===== config.mk =====
export PLATFORM = sky130hd
export DESIGN_NAME = pong_game_ctrl
export DESIGN_NICKNAME = d
export VERILOG_FILES = /design/src/rtl/pong_pkg.sv /design/src/rtl/pong_frame_tick.sv /design/src/rtl/pong_game_ctrl.sv
export SDC_FILE = /design/constraint.sdc
export NUM_CORES = 1
export LEC_CHECK = 0
export CAP_MARGIN = 20
export CORE_MARGIN = 2
export CORE_UTILIZATION = 35
export CTS_BUF_LIST = sky130_fd_sc_hd__clkbuf_2 sky130_fd_sc_hd__clkbuf_4 sky130_fd_sc_hd__clkbuf_8
export DETAILED_ROUTE_END_ITERATION = 16
export GPL_ROUTABILITY_DRIVEN = 0
export GPL_TIMING_DRIVEN = 1
export SLEW_MARGIN = 20
export SYNTH_ARGS = -nofsm -noshare
export SYNTH_HDL_FRONTEND = slang
export SYNTH_SLANG_ARGS = --single-unit

===== constraint.sdc =====
create_clock -name clk -period 4 [get_ports clk]
set_input_delay 0.6 -clock clk [delete_from_list [all_inputs] [get_ports clk]]
set_output_delay 0.6 -clock clk [all_outputs]
set_load 0.02 [all_outputs]

===== src/rtl/pong_pkg.sv =====
// ----------------------------------------------------------------------------
// pong_pkg
// Shared constants for the 640x480 Pong game: state encodings, screen
// geometry, ball/paddle constants and a BCD increment helper. Also used by
// the pixel generator, so all geometry is expressed as 10-bit pixel values.
// ----------------------------------------------------------------------------
package pong_pkg;

  // Screen geometry (px)
  localparam logic [9:0] H_DISP     = 10'd640;
  localparam logic [9:0] V_DISP     = 10'd480;
  localparam logic [9:0] WALL_R     = 10'd35;

  // Paddle
  localparam logic [9:0] PAD_X      = 10'd600;
  localparam logic [9:0] PAD_H      = 10'd72;
  localparam logic [9:0] PAD_V      = 10'd4;
  localparam logic [9:0] PAD_Y_MAX  = V_DISP - PAD_H;
  localparam logic [9:0] PAD_Y0     = 10'd204;

  // Ball
  localparam logic [9:0] BALL_SIZE  = 10'd8;
  localparam logic [9:0] BALL_V     = 10'd2;
  localparam logic [9:0] BALL_V_MAX = 10'd6;
  localparam logic [9:0] BALL_X0    = 10'd316;
  localparam logic [9:0] BALL_Y0    = 10'd236;

  // Game bookkeeping
  localparam logic [1:0] LIVES        = 2'd3;
  localparam logic [6:0] SERVE_FRAMES = 7'd60;
  localparam logic [6:0] OVER_FRAMES  = 7'd120;

  typedef enum logic [1:0] {
    ST_IDLE    = 2'd0,
    ST_NEWBALL = 2'd1,
    ST_PLAY    = 2'd2,
    ST_OVER    = 2'd3
  } state_t;

  // Two-digit BCD increment {tens,units}, wrapping 99 -> 00.
  function automatic logic [7:0] bcd_inc(input logic [7:0] v);
    logic [3:0] tens;
    logic [3:0] units;
    tens  = v[7:4];
    units = v[3:0];
    if (units == 4'd9) begin
      units = 4'd0;
      tens  = (tens == 4'd9) ? 4'd0 : tens + 4'd1;
    end else begin
      units = units + 4'd1;
    end
    return {tens, units};
  endfunction

endpackage


===== src/rtl/pong_frame_tick.sv =====
// ----------------------------------------------------------------------------
// pong_frame_tick
// Produces a single-clk frame_tick on the first clk where the sync block
// reports the first pixel of vertical blanking (pixel_y==V_DISP, pixel_x==0).
// The coordinates hold for several clks, so a registered copy of the match
// is used as a rising-edge detector.
// Ports:
//   clk        in   system clock
//   reset      in   synchronous, active-high
//   pixel_x    in   current column
//   pixel_y    in   current row
//   frame_tick out  one-clk pulse per frame
// ----------------------------------------------------------------------------
module pong_frame_tick (
  input  logic       clk,
  input  logic       reset,
  input  logic [9:0] pixel_x,
  input  logic [9:0] pixel_y,
  output logic       frame_tick
);
  import pong_pkg::*;

  logic at_start;
  logic at_start_reg;

  assign at_start = (pixel_y == V_DISP) && (pixel_x == 10'd0);

  // Held high out of reset so that coming out of reset in the middle of the
  // blanking start window does not produce a late, partial tick.
  always_ff @(posedge clk) begin
    if (reset) begin
      at_start_reg <= 1'b1;
    end else begin
      at_start_reg <= at_start;
    end
  end

  assign frame_tick = at_start & ~at_start_reg;

endmodule


===== src/rtl/pong_game_ctrl.sv =====
// ----------------------------------------------------------------------------
// pong_game_ctrl
// Frame-rate game sequencer for the 640x480 Pong display. Once per frame, at
// the start of vertical blanking, updates paddle, ball, score and lives and
// steps the IDLE/NEWBALL/PLAY/OVER state machine. All outputs are registered
// and change on the clk after the frame tick.
// Optional feature (macro PONG_SPEEDUP_EN): every 4th paddle hit in a game
// raises the ball step by 1, saturating at BALL_V_MAX. Without the macro the
// step is the constant BALL_V.
// Ports:
//   clk, reset            clock and synchronous active-high reset
//   pixel_x, pixel_y      current scan position from the sync block
//   btn_start/up/down     level buttons (pre-debounced)
//   ball_x, ball_y        ball top-left
//   ball_on               ball visible
//   pad_y                 paddle top row
//   score                 two BCD digits {tens,units}
//   lives                 balls remaining
//   state                 IDLE=0 NEWBALL=1 PLAY=2 OVER=3
// ----------------------------------------------------------------------------
module pong_game_ctrl (
  input  logic       clk,
  input  logic       reset,
  input  logic [9:0] pixel_x,
  input  logic [9:0] pixel_y,
  input  logic       btn_start,
  input  logic       btn_up,
  input  logic       btn_down,
  output logic [9:0] ball_x,
  output logic [9:0] ball_y,
  output logic       ball_on,
  output logic [9:0] pad_y,
  output logic [7:0] score,
  output logic [1:0] lives,
  output logic [1:0] state
);
  import pong_pkg::*;

  logic       frame_tick;

  state_t     state_reg,   state_next;
  logic [9:0] ball_x_reg,  ball_x_next;
  logic [9:0] ball_y_reg,  ball_y_next;
  logic       ball_on_reg, ball_on_next;
  logic [9:0] pad_y_reg,   pad_y_next;
  logic [7:0] score_reg,   score_next;
  logic [1:0] lives_reg,   lives_next;
  logic       dx_reg,      dx_next;     // 1 = moving right (+x)
  logic       dy_reg,      dy_next;     // 1 = moving down (+y)
  logic [6:0] timer_reg,   timer_next;
  logic [9:0] step;

`ifdef PONG_SPEEDUP_EN
  logic [9:0] step_reg,    step_next;
  logic [1:0] hit_cnt_reg, hit_cnt_next;
  assign step = step_reg;
`else
  assign step = BALL_V;
`endif

  pong_frame_tick u_frame_tick (
    .clk        (clk),
    .reset      (reset),
    .pixel_x    (pixel_x),
    .pixel_y    (pixel_y),
    .frame_tick (frame_tick)
  );

  // Collision terms, all on pre-move coordinates.
  logic wall_top, wall_bot, wall_left, pad_hit, miss;
  logic dx_new, dy_new;

  assign wall_top  = (ball_y_reg <= step);
  assign wall_bot  = (ball_y_reg >= (V_DISP - BALL_SIZE - step));
  assign wall_left = (ball_x_reg <= (WALL_R + step));
  assign pad_hit   = dx_reg
                   && ((ball_x_reg + BALL_SIZE) >= PAD_X)
                   && ((ball_x_reg + BALL_SIZE) <= (PAD_X + step))
                   && ((ball_y_reg + BALL_SIZE) > pad_y_reg)
                   && (ball_y_reg < (pad_y_reg + PAD_H));
  assign miss      = (ball_x_reg >= (H_DISP - BALL_SIZE));

  // Hit needs the ball at the right edge and wall_left at the left edge, so
  // they never fire together; X and Y reflections are independent.
  assign dy_new = wall_top ? 1'b1 : (wall_bot ? 1'b0 : dy_reg);
  assign dx_new = pad_hit ? 1'b0 : (wall_left ? 1'b1 : dx_reg);

  always_ff @(posedge clk) begin
    if (reset) begin
      state_reg   <= ST_IDLE;
      ball_x_reg  <= BALL_X0;
      ball_y_reg  <= BALL_Y0;
      ball_on_reg <= 1'b0;
      pad_y_reg   <= PAD_Y0;
      score_reg   <= 8'h00;
      lives_reg   <= LIVES;
      dx_reg      <= 1'b1;
      dy_reg      <= 1'b1;
      timer_reg   <= 7'd0;
`ifdef PONG_SPEEDUP_EN
      step_reg    <= BALL_V;
      hit_cnt_reg <= 2'd0;
`endif
    end else begin
      state_reg   <= state_next;
      ball_x_reg  <= ball_x_next;
      ball_y_reg  <= ball_y_next;
      ball_on_reg <= ball_on_next;
      pad_y_reg   <= pad_y_next;
      score_reg   <= score_next;
      lives_reg   <= lives_next;
      dx_reg      <= dx_next;
      dy_reg      <= dy_next;
      timer_reg   <= timer_next;
`ifdef PONG_SPEEDUP_EN
      step_reg    <= step_next;
      hit_cnt_reg <= hit_cnt_next;
`endif
    end
  end

  always_comb begin
    state_next   = state_reg;
    ball_x_next  = ball_x_reg;
    ball_y_next  = ball_y_reg;
    ball_on_next = ball_on_reg;
    pad_y_next   = pad_y_reg;
    score_next   = score_reg;
    lives_next   = lives_reg;
    dx_next      = dx_reg;
    dy_next      = dy_reg;
    timer_next   = timer_reg;
`ifdef PONG_SPEEDUP_EN
    step_next    = step_reg;
    hit_cnt_next = hit_cnt_reg;
`endif

    if (frame_tick) begin
      // Paddle moves in every state; limits are checked before stepping so
      // the 10-bit arithmetic never wraps.
      if (btn_up && !btn_down) begin
        pad_y_next = (pad_y_reg >= PAD_V) ? (pad_y_reg - PAD_V) : 10'd0;
      end else if (btn_down && !btn_up) begin
        pad_y_next = ((pad_y_reg + PAD_V) >= PAD_Y_MAX) ? PAD_Y_MAX : (pad_y_reg + PAD_V);
      end

      case (state_reg)
        ST_IDLE: begin
          ball_on_next = 1'b0;
          if (btn_start) begin
            score_next = 8'h00;
            lives_next = LIVES;
            timer_next = 7'd0;
            state_next = ST_NEWBALL;
`ifdef PONG_SPEEDUP_EN
            step_next    = BALL_V;
            hit_cnt_next = 2'd0;
`endif
          end
        end

        ST_NEWBALL: begin
          ball_on_next = 1'b1;
          ball_x_next  = BALL_X0;
          ball_y_next  = BALL_Y0;
          dx_next      = 1'b1;
          dy_next      = 1'b1;
          if (timer_reg == (SERVE_FRAMES - 7'd1)) begin
            timer_next = 7'd0;
            state_next = ST_PLAY;
          end else begin
            timer_next = timer_reg + 7'd1;
          end
        end

        ST_PLAY: begin
          if (miss) begin
            ball_on_next = 1'b0;
            lives_next   = lives_reg - 2'd1;
            timer_next   = 7'd0;
            state_next   = (lives_reg == 2'd1) ? ST_OVER : ST_NEWBALL;
          end else begin
            dx_next     = dx_new;
            dy_next     = dy_new;
            ball_x_next = dx_new ? (ball_x_reg + step) : (ball_x_reg - step);
            ball_y_next = dy_new ? (ball_y_reg + step) : (ball_y_reg - step);
            if (pad_hit) begin
              score_next = bcd_inc(score_reg);
`ifdef PONG_SPEEDUP_EN
              hit_cnt_next = hit_cnt_reg + 2'd1;
              if ((hit_cnt_reg == 2'd3) && (step_reg < BALL_V_MAX)) begin
                step_next = step_reg + 10'd1;
              end
`endif
            end
          end
        end

        ST_OVER: begin
          ball_on_next = 1'b0;
          if (timer_reg == (OVER_FRAMES - 7'd1)) begin
            timer_next = 7'd0;
            state_next = ST_IDLE;
          end else begin
            timer_next = timer_reg + 7'd1;
          end
        end

        default: begin
          state_next = ST_IDLE;
        end
      endcase
    end
  end

  assign ball_x  = ball_x_reg;
  assign ball_y  = ball_y_reg;
  assign ball_on = ball_on_reg;
  assign pad_y   = pad_y_reg;
  assign score   = score_reg;
  assign lives   = lives_reg;
  assign state   = state_reg;

endmodule

==> run summary <==
run results: status finished with violations, failing checks negative setup slack, clk cell area share 2.192%, Worst Skew 0.008393 ns, comb area leader simple AND/OR/NAND/NOR gates, Yosys Chip Area 4090 um^2, CP bufs+invs 1, reg2reg setup slack -0.09 ns, Setup-failing EPs final 1, clock transition at the registers of the reported paths 0.09 ns, yosys simple share between 20% and 30%, io pins 68, combinational share of cell area 56.65%, final hold violation count 0, delay-heaviest family, CP simple AND/OR/NAND/NOR gates, mi-comb count 427, CP max stage delay 0.49 ns, relative slew slack 50.62%, share of cells above drive strength 1 around 14%, H-Tree Depth 2, EDFF count, synth 0, MI comb area 3072 um^2, fin crit period approximately 4.1 ns, First-pass DRT Iterations 5, buffers outside the clock class 105, Post-synth top cells dfxtp_1 (49), nor2_1 (49), ha_1 (44), CP arrival 4.29 ns, setup tns final -0.08510 ns, CTS tree built, Logic power comb 0.0564 mW, Post-DP HPWL approximately 9000 um, # clk buffers 6, # Cells Yosys 527, Setup WS post-layout -0.08510 ns, combinational power share under 10%, measured slew at the worst slew-check pin 0.7345 ns, CP dominant cell by count nand3_2, Fmax 244.8 MHz, Reg area 999.7 um^2, sw frac 22.50%, # hold bufs at CTS 0, Final Non-Filler Cells roughly 760, Reg-to-Reg End ball_x[9], Largest cell class combinational gates, # nets final 683, Top area cell types dfxtp_1 (24%), ha_1 (13%), nor2_1 (4.5%), nand2_1 (3.9%), a21oi_1 (3.9%), Num Clock Sinks 49, FILL cells roughly 1,100, pre-CTS setup slack -0.01792 ns, met2 Resource Use GR 31.97%, wl on met1 5342 um, power share of the clock group approximately two fifths, final instance area between 5000 and 6000 um^2, commonest cells after routing, fill and taps aside clkdlybuf4s50_1 (63), nor2_1 (49), dfxtp_1 (44), sequential power share 52.4%, fp_density 35.82%, vias in the first global route 4,040, Log Warnings 41, post-layout period usage 102.1%, CP Class flip-flop to flip-flop, XOR Share, Synth 5.782%, #FFs+latches synth 49, initial antenna violation count 0, Resize count post-CTS 6, Syn Inst Count between 500 and 600, Top cell excl fill/tap clkdlybuf4s50_1, Max power group sequential cells, cell depth of the worst setup path 18, crit path launch ball_y[3], post-CTS setup buffers 5, Clk power 0.385 mW, Mux area share 0.9789%, Main synth FF type dfxtp_1
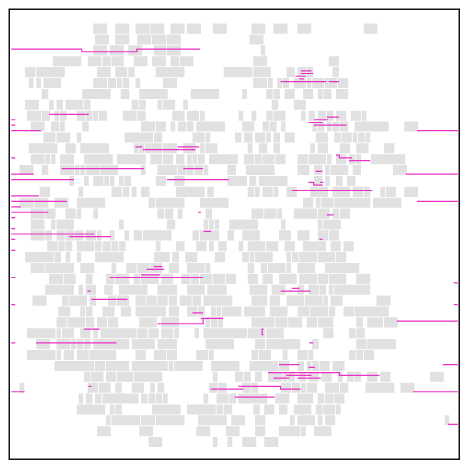
(M3 wires)
Drawn at 4 px/um.
share of all routed wire: 4.5%
nets with wire on the layer: 67
main direction: horizontal

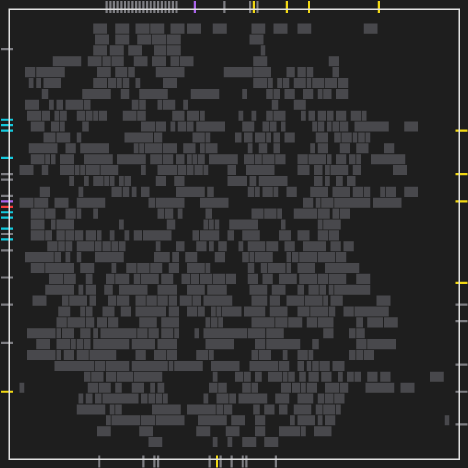
(pin map)
Drawn at 4 px/um. Pins as bars across the die edge, other pins in grey.
[cyan] `score` | pins: 8 | direction: output | edge: left
[red] `reset` | pins: 1 | direction: input | edge: left
[purple] `state` | pins: 2 | direction: output | edge: 1 top, 1 left
[yellow] `pad_y` | pins: 10 | direction: output | edge: 4 right, 4 top, 1 bottom, 1 left
all pins by edge: 28 top, 20 left, 11 bottom, 9 right
Die X: 112.1 um
Port-buffer cells: 63
Die H: 112.1 um

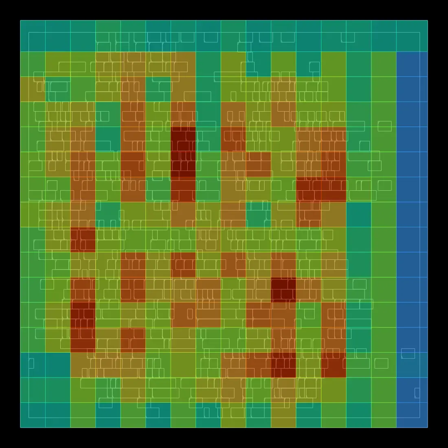
(track usage over the die)
final core utilization: 47.49%
GRT met1 Usage: 24.30%
DR WL/cell: 15.80 um
busiest grt layer: met2
Total GRT Usage: 18.40%

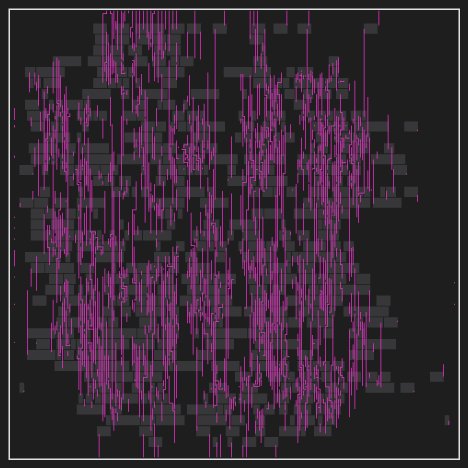
(signal wires on met2)
Drawn at 4 px/um.
longest straight run: 42.5 um
wire length on this layer: 5,930 um
share of all routed wire: 50%
nets with wire on the layer: 578
main direction: vertical

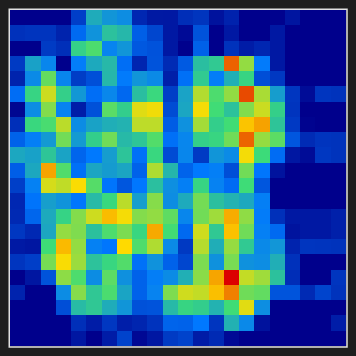
(wire density map)
Drawn at 3 px/um. 22 x 22 tiles, from dark blue (low) to red (high), scaled to the fullest tile. Values are wire area over tile area, all layers added.
mean over tiles: 0.15
emptiest ninth of the die: top right
nearly empty tiles: 19%
tiles over half the peak: 21%
fullest tile: 0.54

Power is estimated from default activity; no workload was simulated.
